run_1/route_heat.png
The die is cut into 28 by 20 equal tiles; white is low, dark blue is high, scaled to the fullest tile. Values are wire area over tile area, all layers added.
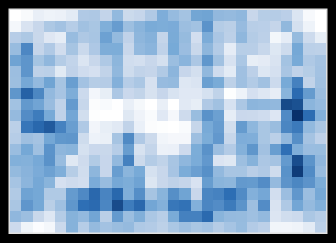
run_1/closeup.png
Bar = 5 um. Window x 96 to 116, y 65 to 85 um. Cells in grey, sequential cells in the stronger grey; small squares are vias.
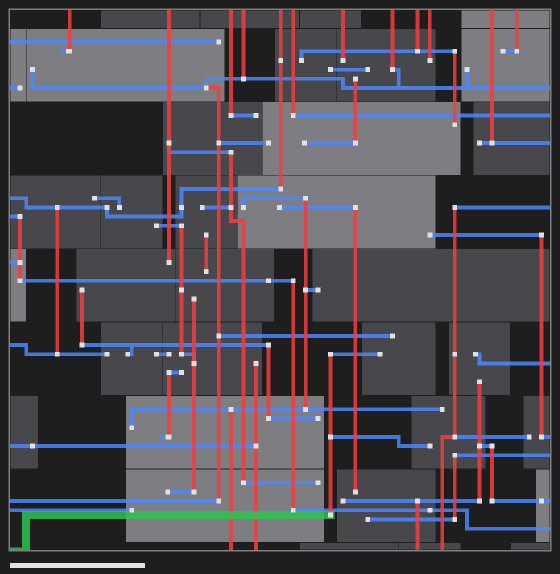
run_1/congestion_map.png
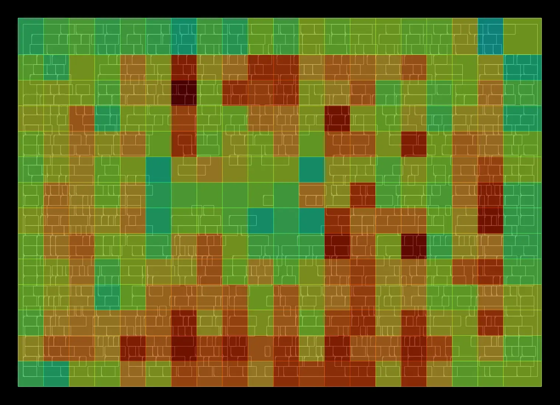
`src/rtl/dmem_arb_pkg.sv`:
```
// Shared types and constants for the data-memory arbiter.
//   state_e : arbiter sequencing states
//   owner_e : which requester owns the current access
//   ADDR_W / DATA_W : memory bus widths
//   cnt_w() : width of a down-counter holding 0..n-1 (never below 1 bit)
package dmem_arb_pkg;

    localparam int ADDR_W = 32;
    localparam int DATA_W = 32;

    typedef enum logic [1:0] {
        IDLE,
        BUSY,
        DONE
    } state_e;

    typedef enum logic {
        OWN_CPU,
        OWN_DMA
    } owner_e;

    function automatic int cnt_w(input int n);
        return (n <= 2) ? 1 : $clog2(n);
    endfunction

endpackage

```
`src/rtl/dmem_wait_counter.sv`:
```
// Loadable down-counter used to time the memory wait states of one access.
//   clk, rst : clock, synchronous active-high reset (count -> 0)
//   load     : load WAIT_CYCLES-1 (takes priority over dec)
//   dec      : decrement, holding at zero
//   cnt      : current count
//   zero     : count is zero (final wait cycle of an access)
module dmem_wait_counter
    import dmem_arb_pkg::*;
#(
    parameter  int WAIT_CYCLES = 1,
    localparam int CW          = cnt_w(WAIT_CYCLES)
) (
    input  logic          clk,
    input  logic          rst,
    input  logic          load,
    input  logic          dec,
    output logic [CW-1:0] cnt,
    output logic          zero
);

    localparam logic [CW-1:0] LOAD_VAL = CW'(WAIT_CYCLES - 1);

    logic [CW-1:0] cnt_q, cnt_d;

    always_comb begin
        cnt_d = cnt_q;
        if (load) begin
            cnt_d = LOAD_VAL;
        end else if (dec && (cnt_q != '0)) begin
            cnt_d = cnt_q - 1'b1;
        end
    end

    always_ff @(posedge clk) begin
        if (rst) begin
            cnt_q <= '0;
        end else begin
            cnt_q <= cnt_d;
        end
    end

    assign cnt  = cnt_q;
    assign zero = (cnt_q == '0);

endmodule

```
`src/rtl/dmem_arbiter.sv`:
```
// Shares a single-port data memory between the pipeline MEM stage (CPU) and
// a secondary master (DMA). Every access holds address/data for WAIT_CYCLES
// cycles, writes once in the last of them, then spends one completion cycle
// in DONE. CPU has priority, but after STARVE_LIMIT consecutive CPU grants
// with the DMA waiting, the DMA wins the next arbitration.
// Ports:
//   clk, rst                      clock, synchronous active-high reset
//   cpu_req/we/addr/wdata         MEM-stage request (held while stalled)
//   cpu_rdata, cpu_stall          load data; pipeline freeze (combinational)
//   dma_req/we/addr/wdata         DMA request (held until dma_ack)
//   dma_rdata, dma_ack            read data; one-cycle completion pulse
//   mem_addr/wdata/we, mem_rdata  DataMem interface (combinational read)
module dmem_arbiter
    import dmem_arb_pkg::*;
#(
    parameter int WAIT_CYCLES  = 1,
    parameter int STARVE_LIMIT = 4
) (
    input  logic              clk,
    input  logic              rst,
    input  logic              cpu_req,
    input  logic              cpu_we,
    input  logic [ADDR_W-1:0] cpu_addr,
    input  logic [DATA_W-1:0] cpu_wdata,
    output logic [DATA_W-1:0] cpu_rdata,
    output logic              cpu_stall,
    input  logic              dma_req,
    input  logic              dma_we,
    input  logic [ADDR_W-1:0] dma_addr,
    input  logic [DATA_W-1:0] dma_wdata,
    output logic [DATA_W-1:0] dma_rdata,
    output logic              dma_ack,
    output logic [ADDR_W-1:0] mem_addr,
    output logic [DATA_W-1:0] mem_wdata,
    output logic              mem_we,
    input  logic [DATA_W-1:0] mem_rdata
);

    localparam int CW = cnt_w(WAIT_CYCLES);
    localparam int SW = $clog2(STARVE_LIMIT + 1);
    localparam logic [SW-1:0] STARVE_MAX = SW'(STARVE_LIMIT);
    // With a single wait cycle the write strobe must already be set on grant.
    localparam logic LOAD_IS_LAST = (WAIT_CYCLES == 1);

    state_e            state_q, state_d;
    owner_e            owner_q, owner_d;
    logic              we_q, we_d;
    logic [SW-1:0]     starve_q, starve_d;
    logic [ADDR_W-1:0] mem_addr_q, mem_addr_d;
    logic [DATA_W-1:0] mem_wdata_q, mem_wdata_d;
    logic              mem_we_q, mem_we_d;
    logic [DATA_W-1:0] cpu_rdata_q, cpu_rdata_d;
    logic [DATA_W-1:0] dma_rdata_q, dma_rdata_d;
    logic              dma_ack_q, dma_ack_d;

    logic              cnt_load, cnt_dec, cnt_zero;
    logic [CW-1:0]     cnt;
    logic              cpu_win;

    dmem_wait_counter #(.WAIT_CYCLES(WAIT_CYCLES)) u_wait (
        .clk  (clk),
        .rst  (rst),
        .load (cnt_load),
        .dec  (cnt_dec),
        .cnt  (cnt),
        .zero (cnt_zero)
    );

    // mem_addr/mem_wdata double as the latched access registers: they load on
    // grant and otherwise hold, which also gives the hold-last-value behaviour.
    always_comb begin
        state_d     = state_q;
        owner_d     = owner_q;
        we_d        = we_q;
        starve_d    = starve_q;
        mem_addr_d  = mem_addr_q;
        mem_wdata_d = mem_wdata_q;
        mem_we_d    = 1'b0;
        cpu_rdata_d = cpu_rdata_q;
        dma_rdata_d = dma_rdata_q;
        dma_ack_d   = 1'b0;
        cnt_load    = 1'b0;
        cnt_dec     = 1'b0;
        cpu_win     = cpu_req && (!dma_req || (starve_q < STARVE_MAX));

        unique case (state_q)
            IDLE: begin
                if (!dma_req) begin
                    starve_d = '0;
                end
                if (cpu_win) begin
                    owner_d     = OWN_CPU;
                    we_d        = cpu_we;
                    mem_addr_d  = cpu_addr;
                    mem_wdata_d = cpu_wdata;
                    mem_we_d    = cpu_we && LOAD_IS_LAST;
                    state_d     = BUSY;
                    cnt_load    = 1'b1;
                    // cpu_win with dma_req implies starve_q < limit: no overflow.
                    if (dma_req) begin
                        starve_d = starve_q + 1'b1;
                    end
                end else if (dma_req) begin
                    owner_d     = OWN_DMA;
                    we_d        = dma_we;
                    mem_addr_d  = dma_addr;
                    mem_wdata_d = dma_wdata;
                    mem_we_d    = dma_we && LOAD_IS_LAST;
                    state_d     = BUSY;
                    cnt_load    = 1'b1;
                    starve_d    = '0;
                end
            end
            BUSY: begin
                cnt_dec = 1'b1;
                if (cnt_zero) begin
                    if (!we_q) begin
                        if (owner_q == OWN_CPU) cpu_rdata_d = mem_rdata;
                        else                    dma_rdata_d = mem_rdata;
                    end
                    dma_ack_d = (owner_q == OWN_DMA);
                    state_d   = DONE;
                end else begin
                    // Registered strobe: raise it for the cycle where cnt hits 0.
                    mem_we_d = we_q && (cnt == CW'(1));
                end
            end
            DONE: begin
                state_d = IDLE;
            end
            default: begin
                state_d = IDLE;
            end
        endcase
    end

    always_ff @(posedge clk) begin
        if (rst) begin
            state_q     <= IDLE;
            owner_q     <= OWN_CPU;
            we_q        <= 1'b0;
            starve_q    <= '0;
            mem_addr_q  <= '0;
            mem_wdata_q <= '0;
            mem_we_q    <= 1'b0;
            cpu_rdata_q <= '0;
            dma_rdata_q <= '0;
            dma_ack_q   <= 1'b0;
        end else begin
            state_q     <= state_d;
            owner_q     <= owner_d;
            we_q        <= we_d;
            starve_q    <= starve_d;
            mem_addr_q  <= mem_addr_d;
            mem_wdata_q <= mem_wdata_d;
            mem_we_q    <= mem_we_d;
            cpu_rdata_q <= cpu_rdata_d;
            dma_rdata_q <= dma_rdata_d;
            dma_ack_q   <= dma_ack_d;
        end
    end

    assign mem_addr  = mem_addr_q;
    assign mem_wdata = mem_wdata_q;
    assign mem_we    = mem_we_q;
    assign cpu_rdata = cpu_rdata_q;
    assign dma_rdata = dma_rdata_q;
    assign dma_ack   = dma_ack_q;
    assign cpu_stall = cpu_req && !((state_q == DONE) && (owner_q == OWN_CPU));

endmodule

```
`config.mk`:
```
export PLATFORM = sky130hd
export DESIGN_NAME = dmem_arbiter
export DESIGN_NICKNAME = d
export VERILOG_FILES = /design/src/rtl/dmem_arb_pkg.sv /design/src/rtl/dmem_wait_counter.sv /design/src/rtl/dmem_arbiter.sv
export SDC_FILE = /design/constraint.sdc
export NUM_CORES = 1
export LEC_CHECK = 0
export ABC_CLOCK_PERIOD_IN_PS = 4600
export CAP_MARGIN = 20
export CORE_ASPECT_RATIO = 0.7
export CORE_UTILIZATION = 45
export CTS_BUF_LIST = sky130_fd_sc_hd__clkbuf_4
export DETAILED_ROUTE_END_ITERATION = 7
export PLACE_DENSITY_LB_ADDON = 0.25
export SYNTH_ARGS = -nofsm -noshare
export SYNTH_HDL_FRONTEND = slang
export SYNTH_SLANG_ARGS = --single-unit
```
`constraint.sdc`:
```
create_clock -name clk -period 4.6 [get_ports clk]
set_input_delay 0.92 -clock clk [delete_from_list [all_inputs] [get_ports clk]]
set_output_delay 0.92 -clock clk [all_outputs]
set_load 0.005 [all_outputs]
```
==> Changelog: implementation, run 1 <==
### Physical design

* Asr flop ratio synth at 0%
* Wire length of the first global-routing pass at 29100 um
* Layout Cells excl Fill at 1113
* Top cell family by delay on the critical path: buffers and inverters
* Area of the die at 0.0141 mm^2
* Number of top-level pins at 297
* Worst slew margin relative to its limit at 39.0%
* Number of antenna-violating nets in the routed design at 0
* #FFs+latches synth at 138
* Post-synthesis cell count from yosys at 653
* Outcome: finished, final reports clean
* Pin count of the biggest net entering global routing at 146
* Type of the tightest min-delay check: reg -> reg
* Routed vias at just under 6k
* Total number of yosys warnings at 0
* Skew-Pair Late Insertion Delay at 0.55 ns
* Final nets at between 1k and 1.5k
* Number of rows created at floorplan at 35
* Iter 0 DRT Violations at 298
* CTS Root Buffer Type: clkbuf_4
* Share of cell area taken by muxes after synthesis at 10.5%
* Crit Path Class: in -> out
* Post-CTS setup buffer count at 0
* Yosys Chip Area at ~0.0061 mm^2
* Aoi/oai-family share of the synthesized area at a little under 20%
* Setup repair after global routing missed its margin: no
* Level count of the clock H-tree at 4
* Drt via density at 5.30
* Count of cell types in the netlist at 35
* Worst r2r path cells at 4
* Remaining routing DRC violations at 0
* HPWL Detailed at 12700 um
* Biggest area consumer among synthesized cells: dfxtp_1
* Startpoint Class: input pin
* Highest fanout seen on the critical path at 5
Notes on route_heat.png above:
fullest tile: 0.59
nearly empty tiles: 2.7%
densest ninth of the die: bottom centre
tiles over half the peak: 22%
mean over tiles: 0.22
emptiest ninth of the die: centre
detailed-route wire length: 18700 um
routed wire length per instance: 16.8 um
Total Routing Usage GR: 26.2%

Notes on closeup.png above:
legend:
  M3:
    colour: green
  M1:
    colour: blue
  M2:
    colour: red
cells with their middle in the window: 21
most frequent: nand2b_1 (5), dfxtp_1 (5)
netlist names of flops here include: `dma_rdata` (3), `cpu_rdata` (2)
sequential cells in the window: 5

Notes on congestion_map.png above:
met2 Track Usage GR: 46.7%
utilization of the core after routing: 71.2%
global routing usage on met1: 30.0%

## run 1: cell usage in the layout, fill, tap and decap left out, types with 2 or more instances in the layout
master and n:
a32oi_1 2, o21ai_0 3, nand2b_1 97, mux2i_1 64
buf_4 9, clkdlybuf4s50_1 295, dfxtp_1 138, clkinv_2 5
clkbuf_4 17, clkinv_4 2, inv_6 2, nand4_1 2
a21oi_1 69, a311oi_2 30, nor2_1 2, bufinv_16 3
clkinvlp_4 3, a311oi_1 35, nand2_1 130
## run 1: metal layers
metal	track usage [%]	routed length, um	share of wire, %	vias to the layer above
li1	-	-	-	2818
met1	30.0	7460	40	2782
met2	46.7	9400	50	261
met3	6.88	1460	7.8	35
met4	10.6	376	2.0	0
met5	0	0	0	-
## run 1: area by class of cell
cell class	count	area, um^2	area share [%]
clock inverter	15	173	1.83
sequential	138	2760	29.4
multi-input combinational	452	3070	32.6
clock buffer	17	128	1.36
timing repair buffer	305	3040	32.3
tap	185	231	2.46
inverter	1	3.75	0.0399
## run 1: power breakdown
group / switching (mW) / internal [mW] / total [mW] / leakage (nW)
Clock: 0.475 / 0.376 / 0.851 / 0.158
Combinational: 0.283 / 0.398 / 0.681 / 2.28
Sequential: 0.0564 / 1.29 / 1.34 / 1.13
Total: 0.814 / 2.06 / 2.88 / 3.58
## run 1: sequential cells by signal (all words and copies together), names as in the netlist
register	count
u_wait.cnt	1
starve_q	3
dma_rdata	32
mem_wdata	32
cpu_rdata	32
owner_q	1
dma_ack	1
mem_addr	32
mem_we	1
we_q	1
state_q	2
## run 1: kinds of logic after synthesis
kind of cell | Yosys count
fa+ha+maj | 1
mux | 64
simple gates | 242
compound gates | 145
flops | 138
buf+inv | 63
## run 1: worst reg2reg max path, cell delays in order, from the launching register on
cell and delay (ns):
dfxtp_1 0.43, nor2_4 0.13, buf_4 0.61, and2_4 0.87, a311oi_2 0.31
## run 1: through the flow
stage / setup slack (ns) / utilization (%)
floorplan: 2.56 / -
global placement: 1.54 / 68.7
detailed placement: 1.40 / 68.7
CTS: 1.55 / 71.0
global route: 1.51 / 71.2
finish: 1.53 / 71.2
## run 1: how the worst max path moves through the flow
stage / from / to
after global routing: cpu_req / cpu_stall
after global placement: dma_req / mem_wdata[12]
final: cpu_req / cpu_stall
after detailed placement: dma_req / mem_wdata[18]
after floorplan: dma_req / mem_addr[0]
after CTS: cpu_req / cpu_stall
==> inputs of run 2 (changes only) <==
ABC_CLOCK_PERIOD_IN_PS = 2740   (was 4600)
CORE_UTILIZATION = 38   (was 45)
clock period = 2.74 ns   (was 4.6 ns; I/O delays follow)
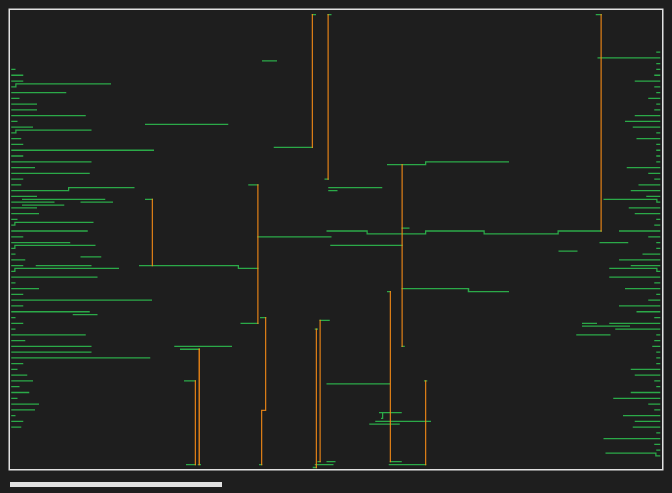
run_2/layers.png
Bar = 50 um. Only two layers are drawn.
legend:
  M4:
    colour: orange
    wire_length: 421 um
  M3:
    colour: green
    wire_length: 1290 um
routed wire length per instance: 16.0 um
detailed-route wire length: 18100 um
Total Routing Usage GR: 21.7%
routed vias: 5747

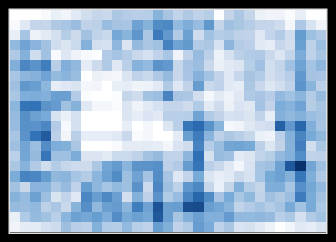
run_2/route_heat.png
The die is cut into 31 by 22 equal tiles; white is low, dark blue is high, scaled to the fullest tile. Values are wire area over tile area, all layers added.

==> run 2 against run 1 <==
Compared with the run above:
- worst hold slack worse by 0.0010 ns
- core utilization down 10 points
- global-route usage down 4.5 points
- routed wire length down 3.0%
- setup slack worse by 1.2 ns
- register-to-register slack worse by 1.2 ns
- highest routed layer unchanged
==> Changelog: implementation, run 2 <==
### Physical design

* Outcome: finished, final reports clean
* Drt pass-1 iters at 4
* Worst slew margin relative to its limit at 36.5% (-2.5 points)
* Most frequently placed logic cells in the final layout: 295 x clkdlybuf4s50_1, 138 x dfxtp_1, 130 x nand2_1
* Vias in the first global route at 5526
* Placed cells at 1100
* Peak VDD IR at roughly 0.26 mV
* Grt total ovfl at 0
* Post-synthesis cell count from yosys at 653 (unchanged)
* Proportion of layout cells with a drive suffix above 1 at 9.12%
* Setup crit end kind: output pin
* Highest fanout seen on the critical path at 8 (+3)
* Static power due to leakage at 3.61 nW
* Clock period minus final worst setup slack at about 2.4 ns
* Biggest area consumer among synthesized cells: dfxtp_1
* HPWL Detailed at 12100 um (-4.7%)
* Fin. max-slew vios at 0
* Startpoint Class: flip-flop
* Final Hold Viols at 0
* Count of cell types in the netlist at 35 (unchanged)
* Number of rows created at floorplan at 38 (+8.6%)
* Maximum number of buffers from clock root to sink at 2
* Die width at 154 um
* Skew-Pair Late Insertion Delay at 0.53 ns (-0.02 ns)
* Final period utilization at roughly nine tenths
* Clock slew at reported path FFs at 0.15 ns
* Tally of OpenROAD warnings at 26
* Met2 Track Usage GR at 35.3% (-11 points)
* Number of buffers created by CTS at 17
* Achievable Freq at 412 MHz
* Share of the core filled by cells before placement at between 30% and 40%
* Gate Count Post-Synth at 653
* Count of library flops with an enable pin at 0
* Final nets at 1086 (+0.37%)
* Remaining routing DRC violations at 0 (unchanged)
* Yosys Chip Area at 0.00612 mm^2 (unchanged)
* Number of gates resized after cts at 0
* TritonCTS clock tree: built
* Data arrival at the endpoint of the critical path at 1.88 ns
* Commonest non-fill, non-tap cell in the layout: clkdlybuf4s50_1
* Most frequently used cell type in the post-synthesis netlist: dfxtp_1
* Number of antenna-violating nets in the routed design at 0 (unchanged)
* Crit Path Class: reg -> out
* Final-layout fill cell count at 1394
* #FFs+latches synth at 138 (unchanged)
* # setup viols final at 0
* Worst slew pin tran at 0.952 ns
* Synth Flop Type: dfxtp_1
* CTS Sinks at 138
* CTS Root Buffer Type: clkbuf_4
* Combinational gate area at 0.00307 mm^2 (unchanged)
* Max-cap viol count at 0
* Met3 Track Usage GR at 6.61% (-0.27 points)
* Drt via density at 5.07 (-4.3%)
* Mapped Nets at 820
* Global routing usage on met1 at 27.2% (-2.7 points)
* Overall Power at 4.85 mW
* Iter 0 DRT Violations at 217 (-27%)
* Type of the tightest min-delay check: reg -> reg
* Final-layout setup total negative slack at 0 ns
* WP data required at 2.19 ns
* Final weighted congestion in routability-driven placement at between 0.7 and 0.8
* Area taken by flip-flops and latches at 0.00276 mm^2 (unchanged)
* Post-CTS setup buffer count at 0 (unchanged)
* Total number of yosys warnings at 0 (unchanged)
* Most used standard cells in the synthesized netlist: 138 x dfxtp_1, 130 x nand2_1, 97 x nand2b_1
* Die extent in y at 108 um
* Wire length of the first global-routing pass at 28600 um (-1.5%)
* Share of the yosys chip area belonging to registers at 45.1%
* Level count of the clock H-tree at 4 (unchanged)
* Total of buffers placed on input and output ports at 296
* Area of the die at 0.0166 mm^2 (+18%)
* Asr flop ratio synth at 0% (unchanged)
* Layout overhead on the synthesized area at 55.2%
* WHS at 0.481 ns
* Placeable core region at 0.0156 mm^2
* Share of Yosys cell area claimed by the top area cell type at roughly 45%
* Number of top-level pins at 297 (unchanged)
* Busiest grt layer: met2
* Initial antenna violation count at 1
* Setup repair after global routing missed its margin: no
* Pin count of the biggest net entering global routing at 72 (-51%)
* Main area contributors after synthesis: dfxtp_1 45%, mux2i_1 10%, nand2b_1 9.9%, nand2_1 8.0%, a311oi_2 7.4%
* Layout Skew at 0.0225 ns
* Layout Cells excl Fill at 1134 (+1.9%)
[run 2: logic make-up after synthesis]
kind of cell / after synthesis / synth area share [%]
AOI/OAI and AO/OA: 145 / 19.4
buffers and inverters: 63 / 5.01
and+or+nand+nor: 242 / 19.8
DFF: 138 / 45.1
adders and majority gates: 1 / 0.204
muxes: 64 / 10.5
[run 2: per-layer routing]
layer	part of all wire, %	vias up
met5	0	-
li1	-	2829
met3	7.1	31
met1	45	2673
met2	46	214
met4	2.3	0
[run 2: through the flow]
stage	utilization (%)	area, um^2	setup slack (ns)
CTS	60.7	9500	0.243
global placement	58.8	9200	0.311
global route	60.8	9500	0.169
floorplan	-	6120	1.07
finish	60.8	9500	0.312
detailed placement	58.8	9200	0.261
[run 2: cell type report]
type | instances | share of cell area (%)
sequential | 138 | 29.1
clock inverter | 15 | 1.84
inverter | 1 | 0.0395
timing repair buffer | 309 | 32.7
tap | 200 | 2.63
antenna | 2 | 0.0527
multi-input combinational | 452 | 32.3
clock buffer | 17 | 1.34
[run 2: power breakdown]
group	total [mW]	leakage [nW]	internal [mW]	switching, mW
Sequential	2.25	1.13	2.16	0.0882
Combinational	1.15	2.32	0.678	0.472
Clock	1.45	0.161	0.578	0.872
Total	4.85	3.61	3.42	1.43
[run 2: worst paths after layout]
| check | startpoint | to | depth (start not counted) |
|---|---|---|---|
| min | cpu_rdata[11] | cpu_rdata[11] | 2 |
| max | state_q[1] | cpu_stall | 3 |
| min reg2reg | cpu_rdata[11] | cpu_rdata[11] | 2 |
| max reg2reg | state_q[1] | mem_we | 4 |
[run 2: worst max-delay path, stage by stage, from the launching register on]
cell and delay, ns:
dfxtp_1 0.54, inv_1 0.07, o31a_1 0.28, clkdlybuf4s50_1 0.48
Power figures rest on the tool's default switching activity, not on a simulated workload.
